### config.mk
export PLATFORM = sky130hd
export DESIGN_NAME = forwarding_scoreboard
export DESIGN_NICKNAME = d
export VERILOG_FILES = /design/src/rtl/forwarding_unit_pkg.sv /design/src/rtl/forward_select.sv /design/src/rtl/forwarding_scoreboard.sv
export SDC_FILE = /design/constraint.sdc
export NUM_CORES = 1
export LEC_CHECK = 0
export ABC_AREA = 1
export CAP_MARGIN = 20
export CORE_ASPECT_RATIO = 0.9
export CORE_MARGIN = 2
export CORE_UTILIZATION = 49
export CTS_CLUSTER_SIZE = 14
export DETAILED_ROUTE_END_ITERATION = 10
export PLACE_DENSITY_LB_ADDON = 0.3
export RECOVER_POWER = 50
export SYNTH_ARGS = -nofsm -noshare
export SYNTH_HDL_FRONTEND = slang
export SYNTH_SLANG_ARGS = --single-unit
### constraint.sdc
create_clock -name clock -period 2 [get_ports clock]
set_clock_uncertainty 0.05 [all_clocks]
set_input_delay 0.4 -clock clock [delete_from_list [all_inputs] [get_ports clock]]
set_output_delay 0.4 -clock clock [all_outputs]
set_load 0.005 [all_outputs]
### src/rtl/forwarding_unit_pkg.sv
// -----------------------------------------------------------------------------
// forwarding_unit_pkg
// Shared types and constants for the forwarding scoreboard:
//   - default parameter values for forwarding_scoreboard
//   - stage_entry_t : one tracked producer (valid, rd, we, ready_at)
//   - forward_sel encoding: 0 = no forwarding, k+1 = forward from stage k
// -----------------------------------------------------------------------------
package forwarding_unit_pkg;

  localparam int DEF_NUM_READ_PORTS = 3;
  localparam int DEF_NUM_STAGES     = 3;
  localparam int DEF_CNT_WIDTH      = 16;

  localparam int REG_W = 5;

  // ready_at is stored at a fixed width so the struct does not depend on the
  // NUM_STAGES override; 4 bits covers pipelines of up to 16 tracked stages.
  localparam int STAGE_IDX_W = 4;

  typedef struct packed {
    logic                   valid;
    logic [REG_W-1:0]       rd;
    logic                   we;
    logic [STAGE_IDX_W-1:0] ready_at;
  } stage_entry_t;

  localparam stage_entry_t ENTRY_INVALID = '0;

  localparam int FWD_NONE = 0;

  // Operand-mux select value that picks the output of stage k.
  function automatic int fwd_from_stage(input int k);
    return k + 1;
  endfunction

endpackage

### src/rtl/forward_select.sv
// -----------------------------------------------------------------------------
// forward_select
// Per-read-port matching and priority selection. Finds the youngest tracked
// stage that writes the requested source register; forwards from it if its
// result already exists there, otherwise flags a RAW hazard.
// Ports:
//   i_entries  tracked stage entries, index 0 = youngest (Execute)
//   i_rs       source register of this port
//   i_rs_used  this port actually reads i_rs
//   o_sel      0 = register file, k+1 = forward from stage k
//   o_hazard   youngest producer has not produced its result yet
// -----------------------------------------------------------------------------
module forward_select
  import forwarding_unit_pkg::*;
#(
  parameter int NUM_STAGES = DEF_NUM_STAGES,
  parameter int SEL_W      = $clog2(DEF_NUM_STAGES + 1)
) (
  input  stage_entry_t [NUM_STAGES-1:0] i_entries,
  input  logic [REG_W-1:0]              i_rs,
  input  logic                          i_rs_used,
  output logic [SEL_W-1:0]              o_sel,
  output logic                          o_hazard
);

  logic [NUM_STAGES-1:0] w_match;

  // x0 is hard-wired zero, so a producer targeting it never forwards or stalls.
  always_comb begin
    for (int k = 0; k < NUM_STAGES; k++) begin
      w_match[k] = i_entries[k].valid && i_entries[k].we && i_rs_used &&
                   (i_entries[k].rd == i_rs) && (i_entries[k].rd != '0);
    end
  end

  // Walk from oldest to youngest so the youngest match is the last writer.
  always_comb begin
    // NOTE: outputs get defaults before any branch, so no path leaves them
    // unassigned and no latch is inferred.
    o_sel    = SEL_W'(FWD_NONE);
    o_hazard = 1'b0;
    for (int k = NUM_STAGES - 1; k >= 0; k--) begin
      if (w_match[k]) begin
        if (int'(i_entries[k].ready_at) <= k) begin
          o_sel    = SEL_W'(fwd_from_stage(k));
          o_hazard = 1'b0;
        end else begin
          o_sel    = SEL_W'(FWD_NONE);
          o_hazard = 1'b1;
        end
      end
    end
  end

endmodule

### src/rtl/forwarding_scoreboard.sv
// -----------------------------------------------------------------------------
// forwarding_scoreboard
// Tracks the producers in the stages after decode, drives the operand
// forwarding selects for every decode read port and stalls decode on a
// read-after-write hazard that forwarding cannot cover (e.g. load-use).
// Ports:
//   clock, reset_n   rising-edge clock, asynchronous active-low reset
//   issue_*          instruction in decode (valid, rd, we, ready_at stage)
//   rs, rs_used      decode source registers and their use flags, per port
//   hold             freeze the tracked pipeline and the stall counter
//   flush            kill the issuing instruction
//   forward_sel      per port: 0 = register file, k+1 = forward from stage k
//   stall            decode must hold this cycle; a bubble enters stage 0
//   stall_count      saturating count of RAW stall cycles
// NUM_STAGES is expected to be in 2..16.
// -----------------------------------------------------------------------------
module forwarding_scoreboard
  import forwarding_unit_pkg::*;
#(
  parameter int NUM_READ_PORTS = DEF_NUM_READ_PORTS,
  parameter int NUM_STAGES     = DEF_NUM_STAGES,
  parameter int CNT_WIDTH      = DEF_CNT_WIDTH
) (
  input  logic                                                  clock,
  input  logic                                                  reset_n,
  input  logic                                                  issue_valid,
  input  logic [REG_W-1:0]                                      issue_rd,
  input  logic                                                  issue_we,
  input  logic [$clog2(NUM_STAGES)-1:0]                         issue_ready_at,
  input  logic [NUM_READ_PORTS-1:0][REG_W-1:0]                  rs,
  input  logic [NUM_READ_PORTS-1:0]                             rs_used,
  input  logic                                                  hold,
  input  logic                                                  flush,
  output logic [NUM_READ_PORTS-1:0][$clog2(NUM_STAGES+1)-1:0]   forward_sel,
  output logic                                                  stall,
  output logic [CNT_WIDTH-1:0]                                  stall_count
);

  localparam int SEL_W = $clog2(NUM_STAGES + 1);

  stage_entry_t [NUM_STAGES-1:0] r_entries;
  logic [CNT_WIDTH-1:0]          r_stall_count;

  logic [NUM_READ_PORTS-1:0]     w_hazard;
  logic                          w_accept;
  stage_entry_t                  w_issue_entry;

  for (genvar p = 0; p < NUM_READ_PORTS; p++) begin : g_port
    forward_select #(
      .NUM_STAGES (NUM_STAGES),
      .SEL_W      (SEL_W)
    ) u_forward_select (
      .i_entries (r_entries),
      .i_rs      (rs[p]),
      .i_rs_used (rs_used[p]),
      .o_sel     (forward_sel[p]),
      .o_hazard  (w_hazard[p])
    );
  end

  // A flushed instruction never stalls: it is discarded, not waiting on data.
  assign stall    = issue_valid && !flush && (|w_hazard);
  assign w_accept = issue_valid && !flush && !stall;

  assign w_issue_entry = '{valid:    1'b1,
                           rd:       issue_rd,
                           we:       issue_we,
                           ready_at: STAGE_IDX_W'(issue_ready_at)};

  // hold outranks everything: entries and counter keep their values.
  // NOTE: every valid bit is reset asynchronously so in-flight producers
  // vanish the moment reset_n falls, not at the next clock edge.
  always_ff @(posedge clock or negedge reset_n) begin
    if (!reset_n) begin
      r_entries     <= '0;
      r_stall_count <= '0;
    end else if (!hold) begin
      // NOTE: non-blocking assignments make every stage sample its
      // predecessor's pre-edge value, so the shift needs no ordering care.
      for (int k = 1; k < NUM_STAGES; k++) begin
        r_entries[k] <= r_entries[k-1];
      end
      // The oldest entry simply falls off the end of the shift.
      r_entries[0] <= w_accept ? w_issue_entry : ENTRY_INVALID;
      if (stall && (r_stall_count != '1)) begin
        r_stall_count <= r_stall_count + CNT_WIDTH'(1);
      end
    end
  end

  assign stall_count = r_stall_count;

endmodule

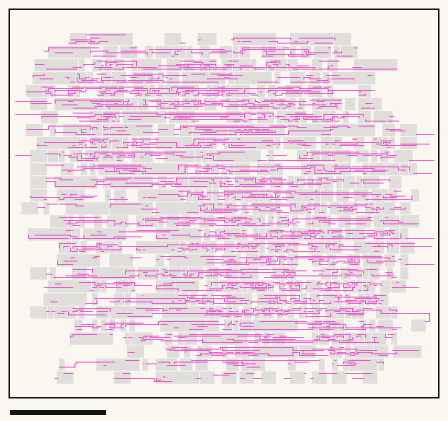
(run_1/layer_met1.png)
Bar = 20 um. Cells faint in the background.
The longest straight run is 26.7 um. The layer holds 45% of the routed length. 553 nets have wire on it. The wires run mostly horizontal. The layer carries 4360 um of wire.
met1 usage: 38.9%
vias: 3532
detailed-route wire length: 9610 um

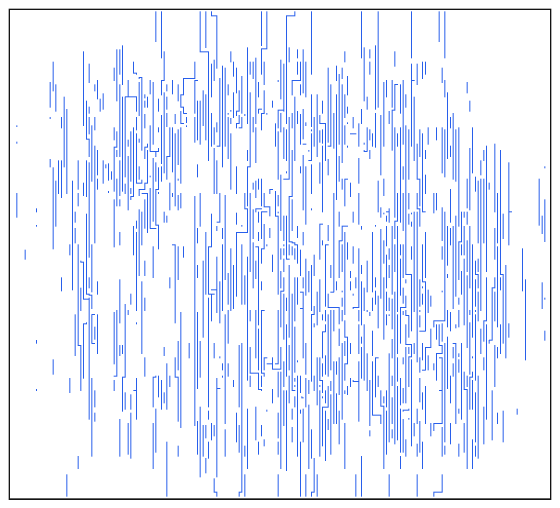
(run_1/layer_met2.png)
The longest straight run is 37.9 um. The layer carries 4450 um of wire. The layer holds 46% of the routed length.
met2 usage: 42.8%

==> CHANGELOG.md, run 1 <==
### Metrics

* DP HPWL at roughly 6700 um
* Design Power at 2.01 mW
* Residual DRC count at 0
* XOR/XNOR Fraction of Synth Area at 6.81%
* Hold_ws at between 0.4 and 0.5 ns
* Flops after synth at 43
* Core area at between 6000 and 7000 um2
* Final setup TNS at -6.65 ns
* Flop+latch power at 967 uW
* TritonCTS clock tree: yes
* DR WL met2 at about 4400 um
* Worst Slack Setup Final at -0.430 ns
* Top cells by area, synth: dfrtp_1 33%, nand2_1 20%, inv_1 5.5%
* Final setup viols at 32
* Vias in the first global route at 3202
* Chip width at around 89 um
* Critical path endpoint category: primary output
* Max incr delay on CP at 0.43 ns
* CTS buffer count at 5
* Mapped Area at 3220 um2
* Status: finished, violations left
* Final Max-Slew Violation Tally at 0
* Logic area at 1980 um2
* Count leader, synth: nand2_1
* Init Core Util at 51.5%
* Violated checks: negative setup slack
* Nets at 607
* Clk slew on worst S/H paths at 0.09 ns
* First-pass GRT wire length at 15100 um
* Antenna-violating nets left at 0
* Top logic family: simple AND/OR/NAND/NOR gates
* Pin count of the biggest net entering global routing at 33
* YS chip area at roughly 3200 um2
* CP startpoint: r_entries[20]
* Worst hold start: r_entries[11]
* Worst Hold Depth at 2
* Critical Path, Cell by Cell: inv_2 -> buf_6 -> nand2_1 -> nand3_1 -> nor2_2 -> nand2_2 -> nand3_2 -> nand2_2 -> nand2_2 -> nand2_2 -> nor2_4 -> nor2_8 -> buf_6
* Busiest grt layer: met2
* Uppermost layer routed: met4
* Layout cell share with drive strength beyond 1 at 30.7%
* Crit-path most repeated cell: nand2_2
* Clock tree buffer depth at 2
* Critical path arrival at 1.98 ns
* Commonest Layout Cell: nand2_1
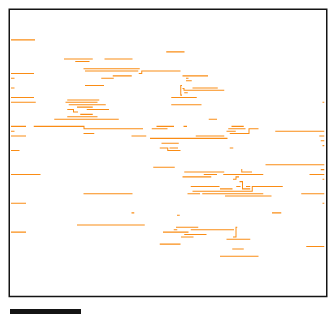
(run_1/layer_met3.png)
Bar = 20 um.
83 nets have wire on it. The wires run mostly horizontal.
Global Route met3 Usage: 4.17%

==> run 2: changes to the inputs <==
- GPL_TIMING_DRIVEN: not set -> 0
- SLEW_MARGIN: not set -> 5
- TNS_END_PERCENT: not set -> 20
==> CHANGELOG.md, run 2 <==
### Metrics

* Final setup viols at 32 (unchanged)
* Max incr delay on CP at 0.38 ns (-0.05 ns)
* Critical Path, Cell by Cell: buf_6 -> buf_6 -> xnor2_2 -> nand2_1 -> nor2_2 -> nand2_2 -> nand3_2 -> nand2_2 -> nand2_2 -> nand2_4 -> nor2_4 -> nor2_8 -> buf_8 -> buf_6
* Worst Hold Depth at 2 (unchanged)
* Worst Slack Setup Final at -0.548 ns (-0.118 ns)
* Clock tree buffer depth at 2 (unchanged)
* Layout cell share with drive strength beyond 1 at 27.4% (-3.4 points)
* Critical path arrival at 2.10 ns (+0.12 ns)
* Mapped Area at 3220 um2 (unchanged)
* Top cells by area, synth: dfrtp_1 33%, nand2_1 20%, inv_1 5.5%
* Violated checks: negative setup slack
* Hold buffer count at cts at 1
* Reg-to-reg endpoint: stall_count[9]
* CP max stage cell: dfrtp_1
* First-pass GRT wire length at 14900 um (-1.7%)
* TritonCTS clock tree: yes
* Flops after synth at 43 (unchanged)
* Final Max-Slew Violation Tally at 0 (unchanged)
* Worst hold start: r_entries[11]
* CTS buffer count at 5 (unchanged)
* Top logic family: simple AND/OR/NAND/NOR gates
* Int Pwr at 1.39 mW
* XOR/XNOR Fraction of Synth Area at 6.81% (unchanged)
* Critical path endpoint category: primary output
* Uppermost layer routed: met4
* Nets at 590 (-2.8%)
* Status: finished, violations left
* Chip height at 80.9 um
* Design Power at 2.04 mW (+1.5%)
* Max FFs per register at 27
* Count leader, synth: nand2_1
* Busiest grt layer: met2
* Init Core Util at 51.5% (unchanged)
* Final setup TNS at -6.83 ns (-0.185 ns)
* Met2 usage at 42.0% (-0.81 points)
* Chip width at 89.4 um (unchanged)
* DR WL met2 at 4490 um (+0.90%)
* YS chip area at 3220 um2 (unchanged)
* DP HPWL at 6720 um (-0.38%)
* Hold_ws at 0.421 ns (-0.0122 ns)
* Pin count of the biggest net entering global routing at 27 (-18%)
* Clk slew on worst S/H paths at 0.09 ns (about the same)
* Met1 usage at 38.2% (-0.70 points)
* Power Clock at 610 uW
* CP startpoint: r_entries[19]
* Core area at 6250 um2 (unchanged)
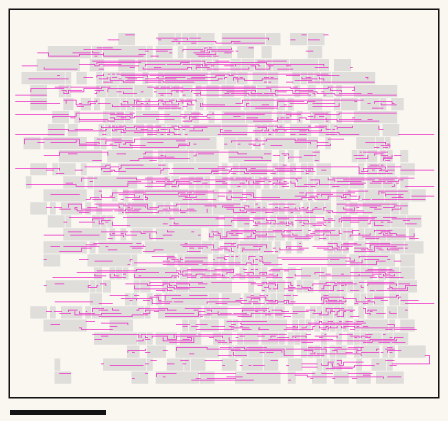
(run_2/layer_met1.png)
Bar = 20 um. Cells faint in the background.
The layer carries 4320 um of wire. The wires run mostly horizontal.
detailed-route wire length: 9690 um
vias: 3465

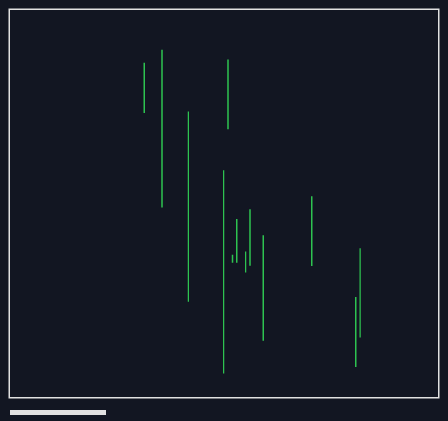
(run_2/layer_met4.png)
Bar = 20 um.
The layer carries 233 um of wire. The longest straight run is 42.2 um. The wires run mostly vertical. 13 nets have wire on it.

==> run 3: changes to the inputs <==
- SKIP_LAST_GASP: not set -> 1
==> CHANGELOG.md, run 3 <==
### Metrics

* Status: finished, violations left
* Critical path endpoint category: primary output
* CP max stage cell: dfrtp_1
* Critical Path, Cell by Cell: buf_6 -> buf_4 -> xnor2_2 -> nand2_1 -> nor2_2 -> nand2_2 -> nand3_2 -> nand2_2 -> nand2_2 -> nand2_4 -> nor2_4 -> nor2_8 -> buf_8 -> buf_6
* CTS buffer count at 5 (unchanged)
* Clk slew on worst S/H paths at 0.09 ns (about the same)
* Violated checks: negative setup slack
* Uppermost layer routed: met4
* Chip height at 80.9 um (unchanged)
* DR WL met2 at 4610 um (+2.7%)
* Hold_ws at 0.420 ns (-0.00112 ns)
* Layout cell share with drive strength beyond 1 at 26.4% (-0.99 points)
* First-pass GRT wire length at 14800 um (-0.37%)
* Final setup TNS at -7.25 ns (-0.414 ns)
* XOR/XNOR Fraction of Synth Area at 6.81% (unchanged)
* Core area at 6250 um2 (unchanged)
* Clock tree buffer depth at 2 (unchanged)
* Detailed-route wire length at 9870 um (+1.9%)
* Vias at 3490 (+0.72%)
* Worst Hold Depth at 2 (unchanged)
* Max FFs per register at 27 (unchanged)
* Busiest grt layer: met2
* Worst Slack Setup Final at -0.563 ns (-0.0148 ns)
* Met2 usage at 42.0% (unchanged)
* Pin count of the biggest net entering global routing at 27 (unchanged)
* Final Max-Slew Violation Tally at 0 (unchanged)
* CP startpoint: r_entries[19]
* Final setup viols at 32 (unchanged)
* YS chip area at 3220 um2 (unchanged)
* Nets at 592 (+0.34%)
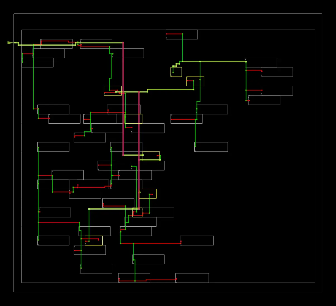
(run_3/clocks.png)
clk_lat worst skew: 0.30 ns
CTS sink cnt: 43

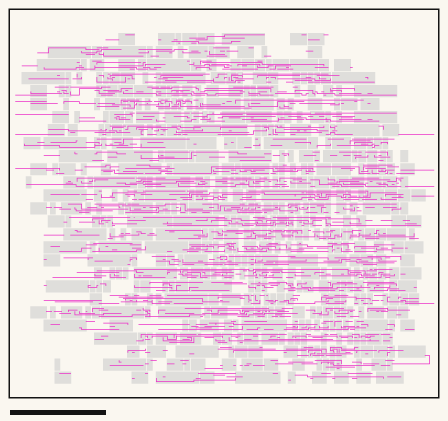
(run_3/layer_met1.png)
Bar = 20 um. Cells faint in the background.
541 nets have wire on it. The layer holds 43% of the routed length.

Power is estimated from default activity; no workload was simulated.
